`config.mk`:
```
export PLATFORM = sky130hd
export DESIGN_NAME = ibutt2_pipe_flat
export DESIGN_NICKNAME = d
export VERILOG_FILES = /design/src/rtl/ibutt2_if.sv /design/src/rtl/ibutt2_pipe.sv /design/src/flat_wrapper.sv
export SDC_FILE = /design/constraint.sdc
export NUM_CORES = 2
export LEC_CHECK = 0
export CAP_MARGIN = 20
export CORE_MARGIN = 5
export CORE_UTILIZATION = 35
export CTS_BUF_LIST = sky130_fd_sc_hd__clkbuf_8 sky130_fd_sc_hd__clkbuf_16
export DETAILED_ROUTE_END_ITERATION = 8
export GPL_ROUTABILITY_DRIVEN = 0
export HOLD_SLACK_MARGIN = 0.15
export PLACE_DENSITY_LB_ADDON = 0.15
export SYNTH_ARGS = -nofsm -noshare
export SYNTH_HDL_FRONTEND = slang
export SYNTH_SLANG_ARGS = --single-unit
```
`constraint.sdc`:
```
create_clock -name clk -period 11.1 [get_ports clk]
set_input_delay 1.11 -clock clk [delete_from_list [all_inputs] [get_ports clk]]
set_output_delay 1.11 -clock clk [all_outputs]
set_load 0.1 [all_outputs]
```
`src/rtl/ibutt2_if.sv`:
```
// Handshake bundle for the radix-2 inverse butterfly: input side (y0/y1/W) and output side (x0/x1).
// Complex words are {re[31:16], im[15:0]}, each signed Q4.11.
interface ibutt2_if;
  logic        in_valid;
  logic        in_ready;
  logic [31:0] y0;
  logic [31:0] y1;
  logic [31:0] W;
  logic        out_valid;
  logic        out_ready;
  logic [31:0] x0;
  logic [31:0] x1;

  modport master (
    output in_valid, y0, y1, W, out_ready,
    input  in_ready, out_valid, x0, x1
  );

  modport slave (
    input  in_valid, y0, y1, W, out_ready,
    output in_ready, out_valid, x0, x1
  );
endinterface

```
`src/rtl/ibutt2_pipe.sv`:
```
// Three-stage pipelined radix-2 inverse butterfly: x0 = y0+y1, x1 = conj(W)*(y0-y1), global stall.
// Optional 1/2 scaling in the add/sub stage is enabled by defining IBUTT2_SCALE_EN.
module ibutt2_pipe (
  input  logic    clk,
  input  logic    rst,
  ibutt2_if.slave bus
);

`ifdef IBUTT2_SCALE_EN
  localparam int unsigned SCALE_SH = 1;
`else
  localparam int unsigned SCALE_SH = 0;
`endif

  // Sign-magnitude Q4.11 multiply: truncation toward zero, then the sign is reapplied.
  function automatic logic [15:0] q11_mul(input logic [15:0] a, input logic [15:0] b);
    logic [15:0] mag_a;
    logic [15:0] mag_b;
    logic [31:0] mag_p;
    logic [15:0] kept;
    mag_a = a[15] ? 16'(~a + 16'd1) : a;
    mag_b = b[15] ? 16'(~b + 16'd1) : b;
    mag_p = 32'(mag_a) * 32'(mag_b);
    kept  = 16'(mag_p >> 11);
    return (a[15] ^ b[15]) ? 16'(~kept + 16'd1) : kept;
  endfunction

  logic        adv;

  logic [16:0] sum_re;
  logic [16:0] sum_im;
  logic [16:0] dif_re;
  logic [16:0] dif_im;
  logic [15:0] s_re_n;
  logic [15:0] s_im_n;
  logic [15:0] d_re_n;
  logic [15:0] d_im_n;

  logic        v1;
  logic [15:0] s1_re;
  logic [15:0] s1_im;
  logic [15:0] d1_re;
  logic [15:0] d1_im;
  logic [15:0] w1_re;
  logic [15:0] w1_im;

  logic [15:0] p_rr_n;
  logic [15:0] p_ii_n;
  logic [15:0] p_ir_n;
  logic [15:0] p_ri_n;

  logic        v2;
  logic [15:0] s2_re;
  logic [15:0] s2_im;
  logic [15:0] p_rr;
  logic [15:0] p_ii;
  logic [15:0] p_ir;
  logic [15:0] p_ri;

  logic [15:0] x1_re_n;
  logic [15:0] x1_im_n;

  logic        v3;
  logic [31:0] x0_q;
  logic [31:0] x1_q;

  assign adv          = !v3 || bus.out_ready;
  assign bus.in_ready = adv;
  assign bus.out_valid = v3;
  assign bus.x0       = x0_q;
  assign bus.x1       = x1_q;

  // 17-bit sign-extended add/sub so the optional halving sees the true sum.
  assign sum_re = {bus.y0[31], bus.y0[31:16]} + {bus.y1[31], bus.y1[31:16]};
  assign sum_im = {bus.y0[15], bus.y0[15:0]}  + {bus.y1[15], bus.y1[15:0]};
  assign dif_re = {bus.y0[31], bus.y0[31:16]} - {bus.y1[31], bus.y1[31:16]};
  assign dif_im = {bus.y0[15], bus.y0[15:0]}  - {bus.y1[15], bus.y1[15:0]};

  assign s_re_n = 16'(sum_re >> SCALE_SH);
  assign s_im_n = 16'(sum_im >> SCALE_SH);
  assign d_re_n = 16'(dif_re >> SCALE_SH);
  assign d_im_n = 16'(dif_im >> SCALE_SH);

  assign p_rr_n = q11_mul(d1_re, w1_re);
  assign p_ii_n = q11_mul(d1_im, w1_im);
  assign p_ir_n = q11_mul(d1_im, w1_re);
  assign p_ri_n = q11_mul(d1_re, w1_im);

  // conj(W): the imaginary twiddle terms enter with flipped sign.
  assign x1_re_n = p_rr + p_ii;
  assign x1_im_n = p_ir - p_ri;

  always_ff @(posedge clk) begin
    if (rst) begin
      v1    <= 1'b0;
      s1_re <= '0;
      s1_im <= '0;
      d1_re <= '0;
      d1_im <= '0;
      w1_re <= '0;
      w1_im <= '0;
      v2    <= 1'b0;
      s2_re <= '0;
      s2_im <= '0;
      p_rr  <= '0;
      p_ii  <= '0;
      p_ir  <= '0;
      p_ri  <= '0;
      v3    <= 1'b0;
      x0_q  <= '0;
      x1_q  <= '0;
    end else if (adv) begin
      v1 <= bus.in_valid;
      v2 <= v1;
      v3 <= v2;
      if (bus.in_valid) begin
        s1_re <= s_re_n;
        s1_im <= s_im_n;
        d1_re <= d_re_n;
        d1_im <= d_im_n;
        w1_re <= bus.W[31:16];
        w1_im <= bus.W[15:0];
      end
      if (v1) begin
        s2_re <= s1_re;
        s2_im <= s1_im;
        p_rr  <= p_rr_n;
        p_ii  <= p_ii_n;
        p_ir  <= p_ir_n;
        p_ri  <= p_ri_n;
      end
      if (v2) begin
        x0_q <= {s2_re, s2_im};
        x1_q <= {x1_re_n, x1_im_n};
      end
    end
  end

endmodule

```
`src/flat_wrapper.sv`:
```
// flat-port wrapper written by rule: the top's interface ports become plain ports
module ibutt2_pipe_flat 
  (clk, rst, bus_in_valid, bus_y0, bus_y1, bus_W, bus_out_ready, bus_in_ready, bus_out_valid, bus_x0, bus_x1);
  ibutt2_if bus_i ();
  input  logic clk;
  input  logic rst;
  input wire logic [$bits(bus_i.in_valid)-1:0] bus_in_valid;
  input wire logic [$bits(bus_i.y0)-1:0] bus_y0;
  input wire logic [$bits(bus_i.y1)-1:0] bus_y1;
  input wire logic [$bits(bus_i.W)-1:0] bus_W;
  input wire logic [$bits(bus_i.out_ready)-1:0] bus_out_ready;
  output wire logic [$bits(bus_i.in_ready)-1:0] bus_in_ready;
  output wire logic [$bits(bus_i.out_valid)-1:0] bus_out_valid;
  output wire logic [$bits(bus_i.x0)-1:0] bus_x0;
  output wire logic [$bits(bus_i.x1)-1:0] bus_x1;
  assign bus_i.in_valid = bus_in_valid;
  assign bus_i.y0 = bus_y0;
  assign bus_i.y1 = bus_y1;
  assign bus_i.W = bus_W;
  assign bus_i.out_ready = bus_out_ready;
  assign bus_in_ready = bus_i.in_ready;
  assign bus_out_valid = bus_i.out_valid;
  assign bus_x0 = bus_i.x0;
  assign bus_x1 = bus_i.x1;
  ibutt2_pipe u_core (.clk(clk), .rst(rst), .bus(bus_i));
endmodule
```
**Cells coloured by class**

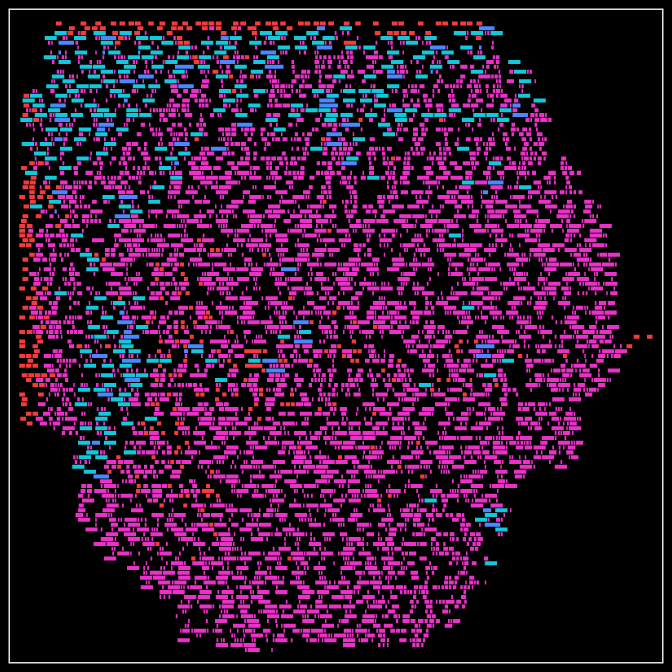
remaining buffers and delay cells: shown in red, cells 325, share of their area 6.0%. registers: shown in cyan, cells 257, share of their area 11%. remaining logic cells: shown in magenta, cells 4976, share of their area 80%. clock drivers and dummy loads: shown in blue, cells 68, share of their area 2.9%.

**Clock wires, drivers and flops**

Scale bar: 100 um.
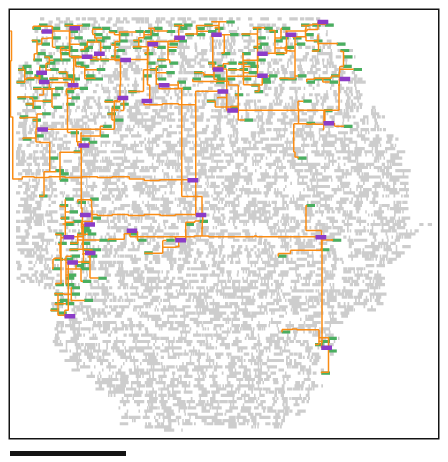
flip-flops: shown in green, count 257. clock wires: shown in orange, length 4900 um. clock-net drivers: shown in purple, count 37.
There are 38 routed clock nets.

**Clock routing**

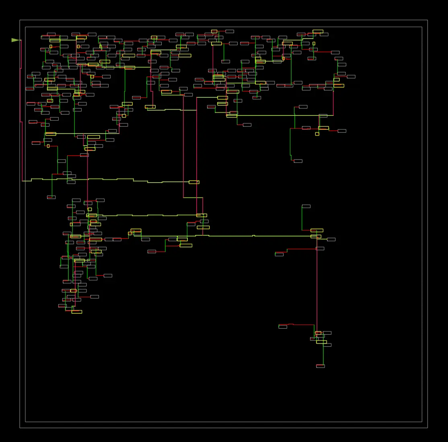
Num CTS Buffers: 37
Final Skew: 0.03858 ns
clock buffer count: 47

==> results.yml <==
# flow metrics
placed_design:
  dpl_cell_area_um2: 49180
  portBuffers: 165
  hpwlAfterDp_um: 128700
routing:
  drt_iter0_drc: 2686
  vias: 37745
  firstDrtPassIters: 5
  ant_nets: 0
  routed_wl_um: 159300
  detail_route.drc_violations: 0
  detail_route.wl_per_cell_um: 21.85
  via_per_inst: 5.179
setup_path:
  crit_path_max_fanout: 15
  worst_r2r_path_depth: 31
  timing.critical_path.mode_cell: "fa_1"
  cp.required_ns: 11.57
  end_kind: "flip-flop"
  worstSetupStartpointType: "flip-flop"
  worst_path_max_delay_cell: "a211oi_1"
  criticalPathCategory: "reg -> reg"
  slowest_delay_ns: 0.57
  cp.arrival_ns: 10.06
yosys:
  xor_share_pct: 5.796
  ff_type: "dfxtp_1"
  ys_area_um2: 44860
  ys_seq_share_pct: 11.47
  yosysWarnings: 0
  numSynthFlops: 257
  async_reset_ff_share_pct: 0
  yosys-stat-cells: 5510
  synthTopLogicFamily: "adder cells"
  syn_avg_cell_area_um2: 8.142
  syn-num-nets: 6754
  synth.largest_area_cell: "fa_1"
  yosys.area_share.simple_pct: 17.36
  area_leaders: "fa_1, dfxtp_1, ha_1"
  edf_count: 0
  ys_sh_adder_pct: 44.39
  syn_area_um2: 44860
  top_area_share_pct: 33.29
  compound_area_share_pct: 10.50
  synthCells: 5510
  synth.distinct_cells: 94
  synthMuxAreaShare_pct: 0.2259
cells_and_area:
  fill_cells: 13231
  antenna_cells: 0
  syn2layout_area_growth_pct: 12.80
  final_common_cell: "inv_1"
  layout-drive-gt1-share_pct: 5.581
  finalNetCount: 6841
  final_area_um2: 50610
  most-common-layout-cells: "inv_1, nand2_1, fa_1"
grt:
  track_usage_pct: 23.56
  grt_max_degree: 181
  antenna_found_initial: 2
  grt_pass1_wl_um: 243800
  overflow: 0
  grt_pass1_vias: 39669
sta:
  drv_slew: 0
  whs_ns: 0.4471
  clock.fmax_mhz: 104.3
  tightest_slew_ns: 1.130
  tns_ns: 0
  hold_viol: 0
  rsz0062_at_grt: "false"
  setup_viol_count_final: 0
  min_period_ns: 9.585
  slew_headroom_pct: 24.42
  period_used_pct: 86.35
floorplanning:
  die_y_um: 368.0
  num_rows: 131
  chip_area_um2: 135400
  die-width_um: 368.0
  coreArea_um2: 127500
  initial_core_util_pct: 35.18
  io_pins: 166
clock_network:
  htreeDepth: 2
  root_buffer: "clkbuf_16"
  cts_tree: "built"
  worstSkewPairLatency_ns: 0.58
  clock_path_buffers: 3
  cts-resized-gates: 0
  clock-sinks: 257
  post_cts_buffers: 0
  path_clk_slew_ns: 0.06
  cts_hold_buf: 0
hold_path:
  min_path_type: "reg -> reg"
  hold_depth: 2
pwr:
  p_per_area_nw_per_um2: 178.4
  power_leakage_uw: 0.02305
  ir_drop_uv: 116.0
flow_run:
  warnings: 58
  max_cap_viol_count: 0
run_status:
  status: "finished, final reports clean"
[cells in the mapped netlist, types with 91 or more instances]
master,n
nor2_1,685
inv_1,946
fa_1,746
xnor2_1,183
dfxtp_1,257
a211oi_1,91
nand2_1,837
o21ai_0,94
xor2_1,105
clkbuf_1,268
a21oi_1,274
ha_1,398
[flip-flops by register name, summed over array words and instances, names as in the netlist]
register and flops:
u_core.d1_im 16, u_core.p_ii 16, u_core.d1_re 16, u_core.bus.x0 32
u_core.bus.out_valid 1, u_core.s2_im 16, u_core.s1_re 15, u_core.s1_im 15
u_core.p_ir 16, u_core.v1 1, u_core.bus.x1 32, u_core.s2_re 16
u_core.w1_re 16, u_core.w1_im 16, u_core.p_rr 16, u_core.p_ri 16
u_core.v2 1
[area by class of cell]
class / instances / area (um2) / share of cell area (%)
Multi-Input combinational cell: 4026 / 35480 / 70.11
Clock buffer: 47 / 1075 / 2.124
Sequential cell: 257 / 5145 / 10.17
Timing Repair Buffer: 325 / 2919 / 5.768
Clock inverter: 21 / 344.1 / 0.6799
Inverter: 950 / 3566 / 7.046
Tap cell: 1662 / 2079 / 4.109
[report_power, final]
part	internal (uW)	total [uW]	switching (uW)
registers	1020	1120	97.8
logic	2380	6540	4160
clock network	875	1370	498
total	4280	9030	4750
[metal layers]
layer | up-vias | GRT usage [%] | wire length [um]
li1 | 17357 | - | -
met1 | 18946 | 30.98 | 67960
met2 | 1195 | 38.98 | 72860
met3 | 243 | 4.039 | 11020
met4 | 4 | 8.743 | 7396
met5 | - | 0 | 27
[final timing paths]
kind                                 start                             to  slack, ns
max           u_core.d1_im[0]$_SDFFE_PP0P_   u_core.p_ir[13]$_SDFFE_PP0P_       1.52
min          u_core.s1_re[14]$_SDFFE_PP0P_  u_core.s2_re[14]$_SDFFE_PP0P_       0.45
max reg2reg   u_core.d1_im[0]$_SDFFE_PP0P_   u_core.p_ir[13]$_SDFFE_PP0P_       1.52
min reg2reg  u_core.s1_re[14]$_SDFFE_PP0P_  u_core.s2_re[14]$_SDFFE_PP0P_       0.45
[critical path: cells and delay by family, from the launching register on]
family / cells / cell delay [ns]
AOI/OAI and AO/OA: 8 / 2.55
xor gates and xnor gates: 2 / 0.35
adders and majority gates: 8 / 3.51
buffers and inverters: 6 / 0.75
DFF: 1 / 0.30
and+or+nand+nor: 7 / 2.00
[cell families (layout without fill, tap and decap cells)]
kind of cell,after synthesis,in the layout
XOR/XNOR,292,292
adder cells (fa/ha/maj),1144,1144
flip-flops,257,257
multiplexers,10,10
AND/OR/NAND/NOR,1852,1852
AND-OR/OR-AND,728,728
buffers and inverters,1227,1343
[through the flow]
| step | setup WS (ns) | util (%) | cells | power [uW] |
|---|---|---|---|---|
| 2_1_floorplan | 1.949 | - | 5510 | 5529 |
| 3_3_place_gp | 1.624 | 38.52 | 7216 | 7639 |
| 3_5_place_dp | 1.529 | 38.57 | 7219 | 7671 |
| 4_1_cts | 1.468 | 39.68 | 7287 | 9098 |
| 5_1_grt | 0.8885 | 39.68 | 7288 | 9889 |
| 6_report | 1.515 | 39.68 | 7288 | 9030 |
No activity file was given, so power comes from the tool's default toggle rates.
